--- src/rtl/led_share_sched_if.sv ---
// Status-source <-> LED scheduler bundle: per-requester request/mode in,
// current owner, LED drive and busy flag out.
interface led_share_sched_if #(
  parameter int N = 4
);
  logic [N-1:0]   req;
  logic [2*N-1:0] mode;
  logic [N-1:0]   grant;
  logic           led;
  logic           busy;

  modport master (output req, output mode, input grant, input led, input busy);
  modport slave  (input req, input mode, output grant, output led, output busy);
endinterface

--- src/rtl/led_share_sched.sv ---
// Round-robin time-sharing of one LED between N status sources, with minimum
// hold and forced-off gap. Optional IDLE heartbeat: define LED_SHARE_HEARTBEAT_EN.
module led_share_sched #(
  parameter int N         = 4,
  parameter int PRESC_W   = 20,
  parameter int MIN_HOLD  = 8,
  parameter int GAP_TICKS = 2
) (
  input  logic               sys_clk,
  input  logic               sys_rst_n,
  led_share_sched_if.slave   bus
);

  localparam int LW = (N > 1) ? $clog2(N) : 1;
  localparam logic [7:0] HOLD_INIT = 8'(MIN_HOLD);
  localparam logic [3:0] GAP_INIT  = 4'(GAP_TICKS);

  typedef enum logic [1:0] {IDLE, HOLD, GAP} state_t;

  state_t               state_q, state_d;
  logic [PRESC_W-1:0]   presc_q, presc_d;
  logic [3:0]           phase_q, phase_d;
  logic [LW-1:0]        last_q, last_d;
  logic [7:0]           hold_cnt_q, hold_cnt_d;
  logic [3:0]           gap_cnt_q, gap_cnt_d;
  logic [N-1:0]         grant_q, grant_d;
  logic                 led_q, led_d;

  logic                 tick;
  logic                 any_req;
  logic                 others_req;
  logic                 owner_req;
  logic                 found;
  logic [LW-1:0]        win_idx;
  logic [N-1:0]         win_oh;
  logic [LW:0]          rr_sum;
  logic [1:0]           owner_mode;
  logic [1:0]           mode_arr [N];

  for (genvar gi = 0; gi < N; gi++) begin : g_mode
    assign mode_arr[gi] = bus.mode[2*gi+1 : 2*gi];
  end

  assign tick       = &presc_q;
  assign any_req    = |bus.req;
  assign others_req = |(bus.req & ~grant_q);
  assign owner_req  = |(bus.req & grant_q);
  // While in HOLD the owner is always the most recent winner.
  assign owner_mode = mode_arr[last_q];

  // Scan (last+1) .. (last+N) mod N; first requester found wins.
  always_comb begin
    found   = 1'b0;
    win_idx = '0;
    rr_sum  = '0;
    for (int k = 1; k <= N; k++) begin
      rr_sum = (LW+1)'(last_q) + (LW+1)'(k);
      if (rr_sum >= (LW+1)'(N)) begin
        rr_sum = rr_sum - (LW+1)'(N);
      end
      if (!found && bus.req[rr_sum[LW-1:0]]) begin
        found   = 1'b1;
        win_idx = rr_sum[LW-1:0];
      end
    end
  end

  always_comb begin
    win_oh          = '0;
    win_oh[win_idx] = 1'b1;
  end

  always_comb begin
    presc_d    = presc_q + 1'b1;
    phase_d    = phase_q + {3'b000, tick};
    state_d    = state_q;
    last_d     = last_q;
    hold_cnt_d = hold_cnt_q;
    gap_cnt_d  = gap_cnt_q;
    grant_d    = grant_q;
    case (state_q)
      IDLE: begin
        if (any_req) begin
          state_d    = HOLD;
          grant_d    = win_oh;
          last_d     = win_idx;
          hold_cnt_d = HOLD_INIT;
        end
      end
      HOLD: begin
        // Expiry is judged on the pre-tick count; the decrement waits a cycle.
        if (hold_cnt_q == 8'd0) begin
          if (others_req) begin
            state_d   = GAP;
            grant_d   = '0;
            gap_cnt_d = GAP_INIT;
          end else if (owner_req) begin
            hold_cnt_d = HOLD_INIT;
          end else begin
            state_d = IDLE;
            grant_d = '0;
          end
        end else if (tick) begin
          hold_cnt_d = hold_cnt_q - 8'd1;
        end
      end
      GAP: begin
        if (gap_cnt_q == 4'd0) begin
          if (any_req) begin
            state_d    = HOLD;
            grant_d    = win_oh;
            last_d     = win_idx;
            hold_cnt_d = HOLD_INIT;
          end else begin
            state_d = IDLE;
          end
        end else if (tick) begin
          gap_cnt_d = gap_cnt_q - 4'd1;
        end
      end
      default: begin
        state_d = IDLE;
        grant_d = '0;
      end
    endcase
  end

  always_comb begin
    led_d = 1'b0;
    case (state_q)
      HOLD: begin
        case (owner_mode)
          2'b00:   led_d = 1'b0;
          2'b01:   led_d = 1'b1;
          2'b10:   led_d = phase_q[3];
          default: led_d = phase_q[1];
        endcase
      end
      IDLE: begin
`ifdef LED_SHARE_HEARTBEAT_EN
        led_d = (phase_q == 4'd0);
`else
        led_d = 1'b0;
`endif
      end
      default: led_d = 1'b0;
    endcase
  end

  always_ff @(posedge sys_clk or negedge sys_rst_n) begin
    if (!sys_rst_n) begin
      presc_q    <= '0;
      phase_q    <= '0;
      state_q    <= IDLE;
      last_q     <= LW'(N-1);
      hold_cnt_q <= '0;
      gap_cnt_q  <= '0;
      grant_q    <= '0;
      led_q      <= 1'b0;
    end else begin
      presc_q    <= presc_d;
      phase_q    <= phase_d;
      state_q    <= state_d;
      last_q     <= last_d;
      hold_cnt_q <= hold_cnt_d;
      gap_cnt_q  <= gap_cnt_d;
      grant_q    <= grant_d;
      led_q      <= led_d;
    end
  end

  assign bus.grant = grant_q;
  assign bus.led   = led_q;
  assign bus.busy  = (state_q != IDLE);

endmodule

--- src/flat_wrapper.sv ---
// flat-port wrapper written by rule: the top's interface ports become plain ports
module led_share_sched_flat 
#(
  parameter int N         = 4,
  parameter int PRESC_W   = 20,
  parameter int MIN_HOLD  = 8,
  parameter int GAP_TICKS = 2
)
  (sys_clk, sys_rst_n, bus_req, bus_mode, bus_grant, bus_led, bus_busy);
  led_share_sched_if #(.N(N)) bus_i ();
  input  logic sys_clk;
  input  logic sys_rst_n;
  input wire logic [$bits(bus_i.req)-1:0] bus_req;
  input wire logic [$bits(bus_i.mode)-1:0] bus_mode;
  output wire logic [$bits(bus_i.grant)-1:0] bus_grant;
  output wire logic [$bits(bus_i.led)-1:0] bus_led;
  output wire logic [$bits(bus_i.busy)-1:0] bus_busy;
  assign bus_i.req = bus_req;
  assign bus_i.mode = bus_mode;
  assign bus_grant = bus_i.grant;
  assign bus_led = bus_i.led;
  assign bus_busy = bus_i.busy;
  led_share_sched #(.N(N), .PRESC_W(PRESC_W), .MIN_HOLD(MIN_HOLD), .GAP_TICKS(GAP_TICKS)) u_core (.sys_clk(sys_clk), .sys_rst_n(sys_rst_n), .bus(bus_i));
endmodule
--- config.mk ---
export PLATFORM = sky130hd
export DESIGN_NAME = led_share_sched_flat
export DESIGN_NICKNAME = d
export VERILOG_FILES = /design/src/rtl/led_share_sched_if.sv /design/src/rtl/led_share_sched.sv /design/src/flat_wrapper.sv
export SDC_FILE = /design/constraint.sdc
export NUM_CORES = 1
export LEC_CHECK = 0
export ABC_AREA = 1
export CORE_ASPECT_RATIO = 0.7
export CORE_MARGIN = 4
export CORE_UTILIZATION = 39
export CTS_BUF_LIST = sky130_fd_sc_hd__clkbuf_4 sky130_fd_sc_hd__clkbuf_8
export CTS_CLUSTER_DIAMETER = 150
export DETAILED_ROUTE_END_ITERATION = 10
export PLACE_DENSITY = 0.67
export SLEW_MARGIN = 20
export SYNTH_ARGS = -nofsm -noshare
export SYNTH_HDL_FRONTEND = slang
export SYNTH_SLANG_ARGS = --single-unit
--- constraint.sdc ---
create_clock -name sys_clk -period 2.5 [get_ports sys_clk]
set_clock_uncertainty 0.15 [all_clocks]
set_input_delay 0.375 -clock sys_clk [delete_from_list [all_inputs] [get_ports sys_clk]]
set_output_delay 0.375 -clock sys_clk [all_outputs]
set_load 0.1 [all_outputs]
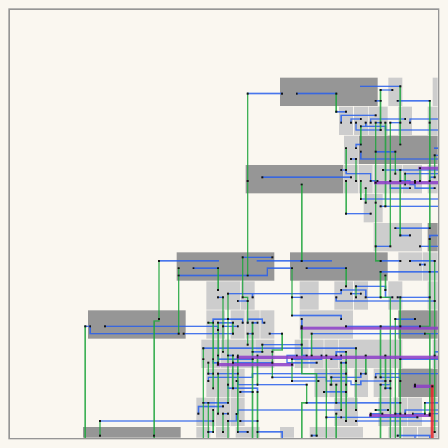
Fig. 1. Close-up of the layout (run 1).
Window x 7 to 47, y 37 to 77 um. Cells in grey, sequential cells in the stronger grey; small squares are vias.
| colour | layer |
|---|---|
| green | M2 |
| red | M4 |
| purple | M3 |
| blue | M1 |
netlist names of flops here include: `u_core.gap_cnt_q` (3), `u_core.hold_cnt_q` (3)
sequential cells in the window: 6
cells with their middle in the window: 55
most frequent: nand2_1 (16), inv_1 (9)

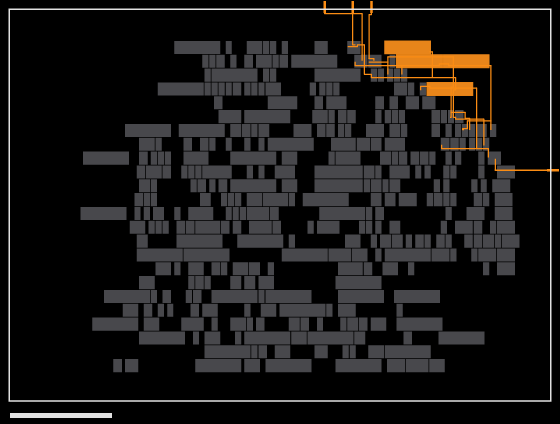
Fig. 2. Port wiring (run 1).
Bar = 20 um.
| colour | port | bits | direction | edge | end cells | wire |
|---|---|---|---|---|---|---|
| orange | `bus_grant` | 4 | output | 3 top, 1 right | 4 | 226 um |
port bufs: 19
Ports: 20

==> impl_metrics.toml, run 1 <==
# generated from flow reports
[status]
status = "complete, no violations"

[sta]
fin_crit_sh_pct = 83.7
fmax_mhz = 478
hold_slack_ps = 6.82
tns_ps = 0

[critical_path]
worstPathArrival_ps = 2160
regToRegEndpoint = "u_core.hold_cnt_q[6]$_DFFE_PN0P_"
path_class = "flip-flop to flip-flop"
startpoint_type = "flip-flop"
crit_fanout = 11
reg2reg_from = "u_core.presc_q[0]$_DFF_PN0_"
rrSetupSlack_ps = 410

[yosys]
yosysTopAreaCellShare_pct = 40.9
top_area_cell = "dfrtp_1"
ys_warn_count = 0
netlist_area_sq_um = 2630
ys_seq_share_pct = 42.9
synth_nets = 343

[cells_and_area]
fin_area_sq_um = 3000

[pwr]
ir_worst_vdd_uv = 348

[job]
warnings = 27

[route]
drt_iter0_markers = 189
vias = 2121
detail-route-antenna-nets = 0
avgRoutedWirePerCell_um = 12.2
drc = 0
wl_met2_mm = 2.22
topRoutingLayerUsed = "met4"

[worst_hold_path]
hp-class = "primary input to asynchronous set/reset pin"

[global_route]
top_usage_layer = "met1"
met3_usage_pct = 3.27
grt_pass1_vias = 2073
gr-usage-met1_pct = 20.7

[floorplanning]
initCoreUtil_pct = 41.1
die_x_um = 106

[clock_tree]
htreeDepth = 2
root_buffer = "clkbuf_8"
tritoncts = "done"
cts_setup_buffers = 0

[placement]
dp_worst_setup_slack_ps = 234
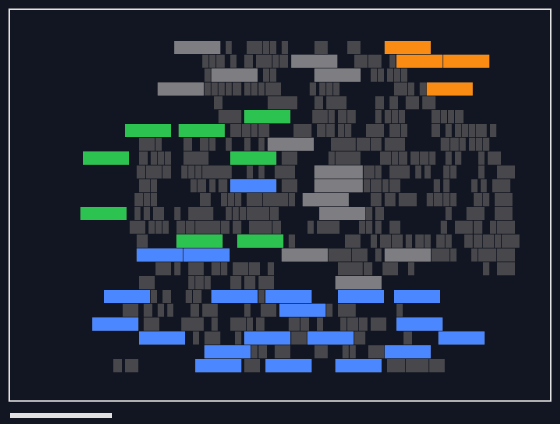
Fig. 3. Sequential cells coloured by netlist name (run 1).
Bar = 20 um. Other sequential cells in the stronger grey, the rest of the logic in the fainter grey.
| colour | netlist name | placed flops |
|---|---|---|
| blue | `u_core.presc_q` | 20 |
| green | `u_core.hold_cnt_q` | 8 |
| orange | `u_core.bus.grant` | 4 |
sequential power: 0.00105 W
Reg area: 1130 sq um
flop share of the area: 37.7%

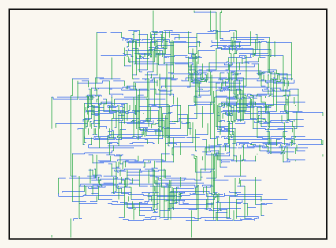
Fig. 4. Routed metal, one colour a layer (run 1).
Only two layers are drawn.
| colour | layer | wire length |
|---|---|---|
| blue | M1 | 2770 um |
| green | M2 | 2220 um |
GRT Total Usage: 14.2%
drt total wl: 5.34 mm

-- run 1: cells in the final DEF (no fill, tap or decap), drive strengths merged, types with 2 or more instances in the layout --
cell and instances:
clkbuf 7, o22ai 2, dfstp 2, xnor2 6, inv 42, o21bai 2
nand4 9, buf 9, nand2 91, clkinv 2, dfrtp 43, xor2 19
o2111ai 2, o21ai 22, nor2 27, nand3 32, clkdlybuf4s50 12, nor3 9
ha 6
-- run 1: area by class of cell --
type | instances | area (sq um)
Multi-Input combinational cell | 231 | 1300
Timing Repair Buffer | 21 | 185
Tap cell | 91 | 114
Fill cell | 621 | 3400
Sequential cell | 45 | 1130
Clock buffer | 7 | 96.3
Inverter | 43 | 166
Clock inverter | 1 | 5.00
-- run 1: cells in the mapped netlist, drive strengths merged --
cell type,n
nand2,91
dfrtp,43
inv,42
nand3,32
nor2,27
o21ai,22
xor2,19
nand4,9
nor3,9
ha,6
xnor2,6
buf,4
dfstp,2
o2111ai,2
o21bai,2
o22ai,2
a31oi,1
clkinv,1
nor4,1
o21a,1
or2,1
-- run 1: kinds of logic after synthesis --
family | Yosys count | share of synthesized area (%)
AND-OR/OR-AND | 30 | 7.13
XOR/XNOR | 25 | 8.32
adder cells (fa/ha/maj) | 6 | 2.85
buffers and inverters | 47 | 7.66
flip-flops | 45 | 42.9
AND/OR/NAND/NOR | 170 | 31.1
-- run 1: state kept, by name, indices dropped and copies added, names as in the netlist --
signal             flops
u_core.presc_q        20
u_core.hold_cnt_q      8
u_core.bus.grant       4
u_core.gap_cnt_q       4
u_core.phase_q         4
u_core.last_q          2
u_core.state_q         2
u_core.bus.led         1
-- run 1: power breakdown --
part           internal (W)  switching (W)  total [W]
Sequential         0.000884       0.000162    0.00105
Clock              0.000250       0.000244   0.000494
Combinational      0.000585        0.00126    0.00185
Total               0.00172        0.00167    0.00339
--- run 2 (diff from run 1) ---
--- a/config.mk
+++ b/config.mk
@@ -12,7 +12,7 @@
 export CTS_BUF_LIST = sky130_fd_sc_hd__clkbuf_4 sky130_fd_sc_hd__clkbuf_8
 export CTS_CLUSTER_DIAMETER = 150
 export DETAILED_ROUTE_END_ITERATION = 10
-export PLACE_DENSITY = 0.67
+export PLACE_DENSITY = 0.69
 export SLEW_MARGIN = 20
 export SYNTH_ARGS = -nofsm -noshare
 export SYNTH_HDL_FRONTEND = slang
==> constraint.sdc (replaced) <==
create_clock -name sys_clk -period 1.89 [get_ports sys_clk]
set_clock_uncertainty 0.15 [all_clocks]
set_input_delay 0.2835 -clock sys_clk [delete_from_list [all_inputs] [get_ports sys_clk]]
set_output_delay 0.2835 -clock sys_clk [all_outputs]
set_load 0.1 [all_outputs]
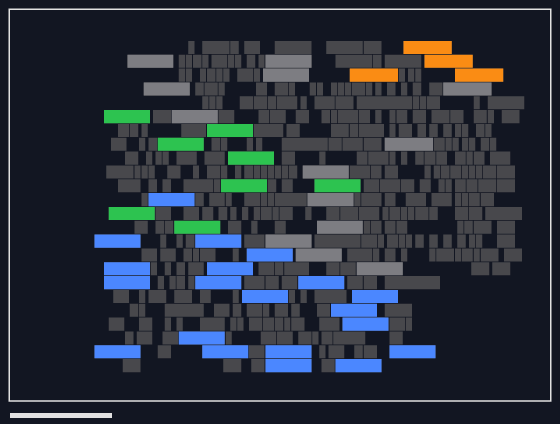
Fig. 5. Sequential cells coloured by netlist name (run 2).
Bar = 20 um. Other sequential cells in the stronger grey, the rest of the logic in the fainter grey.
| colour | netlist name | placed flops |
|---|---|---|
| blue | `u_core.presc_q` | 20 |
| orange | `u_core.bus.grant` | 4 |
| green | `u_core.hold_cnt_q` | 8 |
not coloured: 13
post-layout util: 57.0%
flop share of the area: 31.1%
Reg area: 1130 sq um

==> impl_metrics.toml, run 2 <==
# generated from flow reports
[yosys]
adder_share_pct = 2.85
top_logic_kind = "simple AND/OR/NAND/NOR gates"
yosysTopAreaCellShare_pct = 40.9
simple_gate_area_share_pct = 31.1
synthArstFlopShare_pct = 100
ys_sh_mux_pct = 0
synthXorXnorAreaFrac_pct = 8.32
synthTopCellsByCount = "84 x nand2_1, 43 x dfrtp_1, 38 x inv_1"
ys_seq_share_pct = 42.9
netlist_area_sq_um = 2630

[status]
status = "complete, no violations"

[cells_and_area]
comb_share_pct = 40.6
nFillCells = 569
layout_top_cells = "71 x nand2_1, 40 x buf_4, 39 x dfrtp_1"
regMostFlops = "u_core.presc_q"
logic_area_sq_um = 1480
nNonClkInverters = 43

[sta]
fin_crit_sh_pct = 98.0
tns_ps = 0
fmax_mhz = 540

[pwr]
p_sw_w = 0.00256

[global_route]
gr-usage-met1_pct = 22.1

[critical_path]
crit_fanout = 6

[worst_hold_path]
hp-class = "flip-flop to flip-flop"

[placement]
io_buffers = 19

[floorplanning]
n_tap_cell = 91

[route]
topRoutingLayerUsed = "met4"
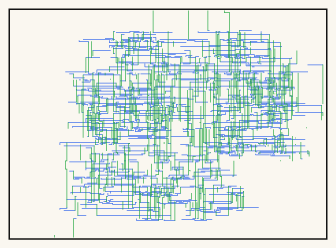
Fig. 6. Routed metal, one colour a layer (run 2).
Only two layers are drawn.
| colour | layer | wire length |
|---|---|---|
| blue | M1 | 3100 um |
| green | M2 | 2780 um |
WL per Instance: 13.1 um
drt total wl: 6.33 mm
DR vias: 2337

## run 2: cell counts after synthesis
Identical to the previous run, type by type.
## run 2: repair_timing
item	CTS	global route
resized	6	52
endpoints found under the hold margin	22	0
setup endpoints to repair	1	24
setup buffers	4	13
cloned	0	0
hold buffers	1	0
pin swaps	4	19
## run 2: path summary, 6_finish.rpt
path,startpoint,end,cells past startpoint
hold reg to reg,u_core.presc_q[15]$_DFF_PN0_,u_core.presc_q[15]$_DFF_PN0_,1
min in group asynchronous,sys_rst_n,u_core.presc_q[5]$_DFF_PN0_,2
setup / recovery,bus_req[0],u_core.hold_cnt_q[2]$_DFFE_PN0P_,10
setup reg to reg,u_core.presc_q[0]$_DFF_PN0_,u_core.hold_cnt_q[7]$_DFFE_PN0P_,11
max in group asynchronous,sys_rst_n,u_core.presc_q[16]$_DFF_PN0_,3
hold / removal,u_core.presc_q[15]$_DFF_PN0_,u_core.presc_q[15]$_DFF_PN0_,1
## run 2: worst max-delay path: cells and delay by family
kind / cells / cell delay (ps)
buf+inv: 3 / 640
compound gates: 2 / 350
simple gates: 5 / 620
## run 2: power groups by stage
stage	registers (W)	clock network, W	logic [W]
after floorplan	0.00151	0	0.00187
after global placement	0.00139	0	0.00275
after detailed placement	0.00139	0	0.00284
after CTS	0.00137	0.000887	0.00286
after global routing	0.00141	0.000925	0.00370
final	0.00138	0.000873	0.00337
## run 2: stage by stage
stage | power (W) | instance area [sq um] | util, %
2_1_floorplan | 0.00338 | 2640 | -
3_3_place_gp | 0.00413 | 3170 | 49.6
3_5_place_dp | 0.00423 | 3170 | 49.6
4_1_cts | 0.00512 | 3370 | 52.7
5_1_grt | 0.00603 | 3650 | 57.0
6_report | 0.00563 | 3650 | 57.0
--- run 3 (diff from run 2) ---
--- a/config.mk
+++ b/config.mk
@@ -5,14 +5,15 @@
 export SDC_FILE = /design/constraint.sdc
 export NUM_CORES = 1
 export LEC_CHECK = 0
-export ABC_AREA = 1
+export ABC_AREA = 0
+export CAP_MARGIN = 40
 export CORE_ASPECT_RATIO = 0.7
 export CORE_MARGIN = 4
 export CORE_UTILIZATION = 39
 export CTS_BUF_LIST = sky130_fd_sc_hd__clkbuf_4 sky130_fd_sc_hd__clkbuf_8
 export CTS_CLUSTER_DIAMETER = 150
 export DETAILED_ROUTE_END_ITERATION = 10
-export PLACE_DENSITY = 0.69
+export PLACE_DENSITY = 0.7
 export SLEW_MARGIN = 20
 export SYNTH_ARGS = -nofsm -noshare
 export SYNTH_HDL_FRONTEND = slang
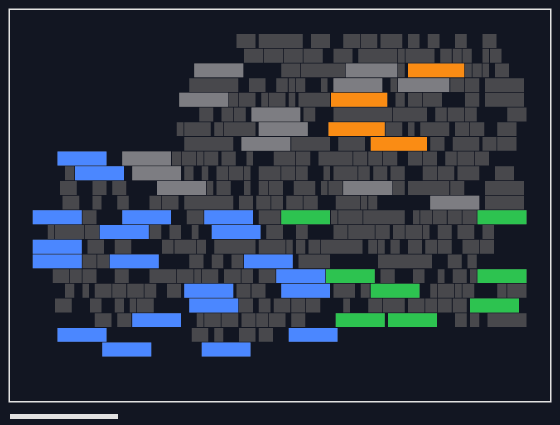
Fig. 7. Sequential cells coloured by netlist name (run 3).
Bar = 20 um. Other sequential cells in the stronger grey, the rest of the logic in the fainter grey.
| colour | netlist name | placed flops |
|---|---|---|
| orange | `u_core.bus.grant` | 4 |
| blue | `u_core.presc_q` | 20 |
| green | `u_core.hold_cnt_q` | 8 |
not coloured: 13
post-layout util: 60.8%
flop share of the area: 32.8%
sequential power: 0.000997 W
Reg area: 1140 sq um

==> impl_metrics.toml, run 3 <==
# generated from flow reports
[critical_path]
critPathBufInv = 3
crit_family = "AND-OR/OR-AND gates"
cp-end-kind = "flip-flop"
crit_fanout = 5
startpoint_type = "flip-flop"

[route]
vias = 1913
topRoutingLayerUsed = "met4"
detail-route-antenna-nets = 0
avgRoutedWirePerCell_um = 14.2
wirelength_mm = 5.47

[yosys]
synthArstFlopShare_pct = 100
netlist_instances = 221
synthTopCellsByCount = "43 x dfrtp_1, 23 x nand2_1, 13 x xnor2_1"
yosysTopAreaCellShare_pct = 46.6
ys_top_cells_by_area = "dfrtp_1 47%, xnor2_1 4.9%, xor2_1 3.8%"
ys_seq_share_pct = 48.9
netlist_area_sq_um = 2310
yosys_area_sq_um = 2310

[cells_and_area]
regMostFlops = "u_core.presc_q"
nFillCells = 445
layout_top_cells = "59 x buf_4, 39 x dfrtp_1, 18 x nand2_1"

[pwr]
total_power_w = 0.00199
p_sw_w = 0.000496
power-top-group = "sequential cells"
power_density_nw_per_um2 = 573
p_clk_w = 0.000710
p_comb_w = 0.000286

[worst_hold_path]
hp-class = "primary input to asynchronous set/reset pin"

[sta]
tns_ps = -4370
fin_crit_sh_pct = 121
fmax_mhz = 438
setup_ws_ps = -394
finalSetupViolCount = 18

[status]
violations = "setup timing"
status = "finished with violations"

[placement]
postPlaceCellArea_sq_um = 3130
io_buffers = 19

[global_route]
gr-usage-met1_pct = 21.3
grt_util_all_layers_pct = 15.4
grt_pass1_wl_mm = 8.80

[floorplanning]
die_x_um = 100
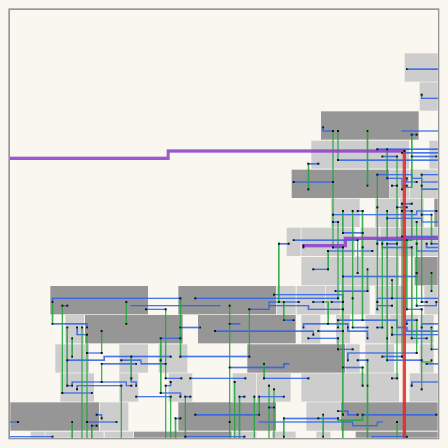
Fig. 8. Close-up of the layout (run 3).
Window x 5 to 45, y 32 to 72 um. Cells in grey, sequential cells in the stronger grey; small squares are vias.
| colour | layer |
|---|---|
| red | M4 |
| green | M2 |
| blue | M1 |
| purple | M3 |
most frequent: dfrtp_1 (10), buf_4 (9), nand2_1 (5)
sequential cells in the window: 10
cells with their middle in the window: 49
netlist names of flops here include: `u_core.presc_q` (5), `u_core.phase_q` (3), `u_core.gap_cnt_q` (2)

[run 3: cell types whose count changed in the layout (fill, tap and decap cells not counted), moves of 8 or more]
cell,before,now
nand2_1,71,18
inv_1,32,7
buf_4,40,59
nand3_1,22,9
nand2_2,15,3
xor2_1,19,10
nor2b_1,0,8
[run 3: kinds of logic (layout without fill, tap and decap cells)]
logic type | count (synthesis) | after routing | share of synthesized area [%]
flops | 45 | 45 | 48.9
fa+ha+maj | 6 | 6 | 3.25
mux | 2 | 2 | 1.95
buf+inv | 10 | 99 | 1.62
simple gates | 97 | 97 | 22.8
xor+xnor | 23 | 23 | 8.72
compound gates | 38 | 38 | 12.8
[run 3: worst paths after layout]
check / end / cells after the start / start
worst max register to register: u_core.bus.grant[2]$_DFFE_PN0P_ / 8 / u_core.gap_cnt_q[1]$_DFFE_PN0P_
min in group sys_clk: u_core.presc_q[9]$_DFF_PN0_ / 1 / u_core.presc_q[9]$_DFF_PN0_
worst min register to register: u_core.presc_q[9]$_DFF_PN0_ / 1 / u_core.presc_q[9]$_DFF_PN0_
worst min-delay path: u_core.hold_cnt_q[5]$_DFFE_PN0P_ / 2 / sys_rst_n
max in group asynchronous: u_core.phase_q[0]$_DFF_PN0_ / 3 / sys_rst_n
worst max-delay path: u_core.bus.grant[2]$_DFFE_PN0P_ / 8 / u_core.gap_cnt_q[1]$_DFFE_PN0P_
[run 3: layout make-up]
class	instances	area, sq um	share of cell area, %
clock buffers	5	68.8	1.98
repair buffers	84	763	21.9
clock inverters	2	35.0	1.01
multi-input cells	166	1350	38.7
inverters	8	30.0	0.862
well taps	75	93.8	2.69
flip-flops and latches	45	1140	32.8
[run 3: what timing repair did]
item	CTS	global route
pin swaps	14	9
resized	19	20
endpoints found under the setup margin	18	21
buffers inserted	3	6
hold endpoints to repair	12	0
hold buffers	1	0
Power figures rest on the tool's default switching activity, not on a simulated workload.
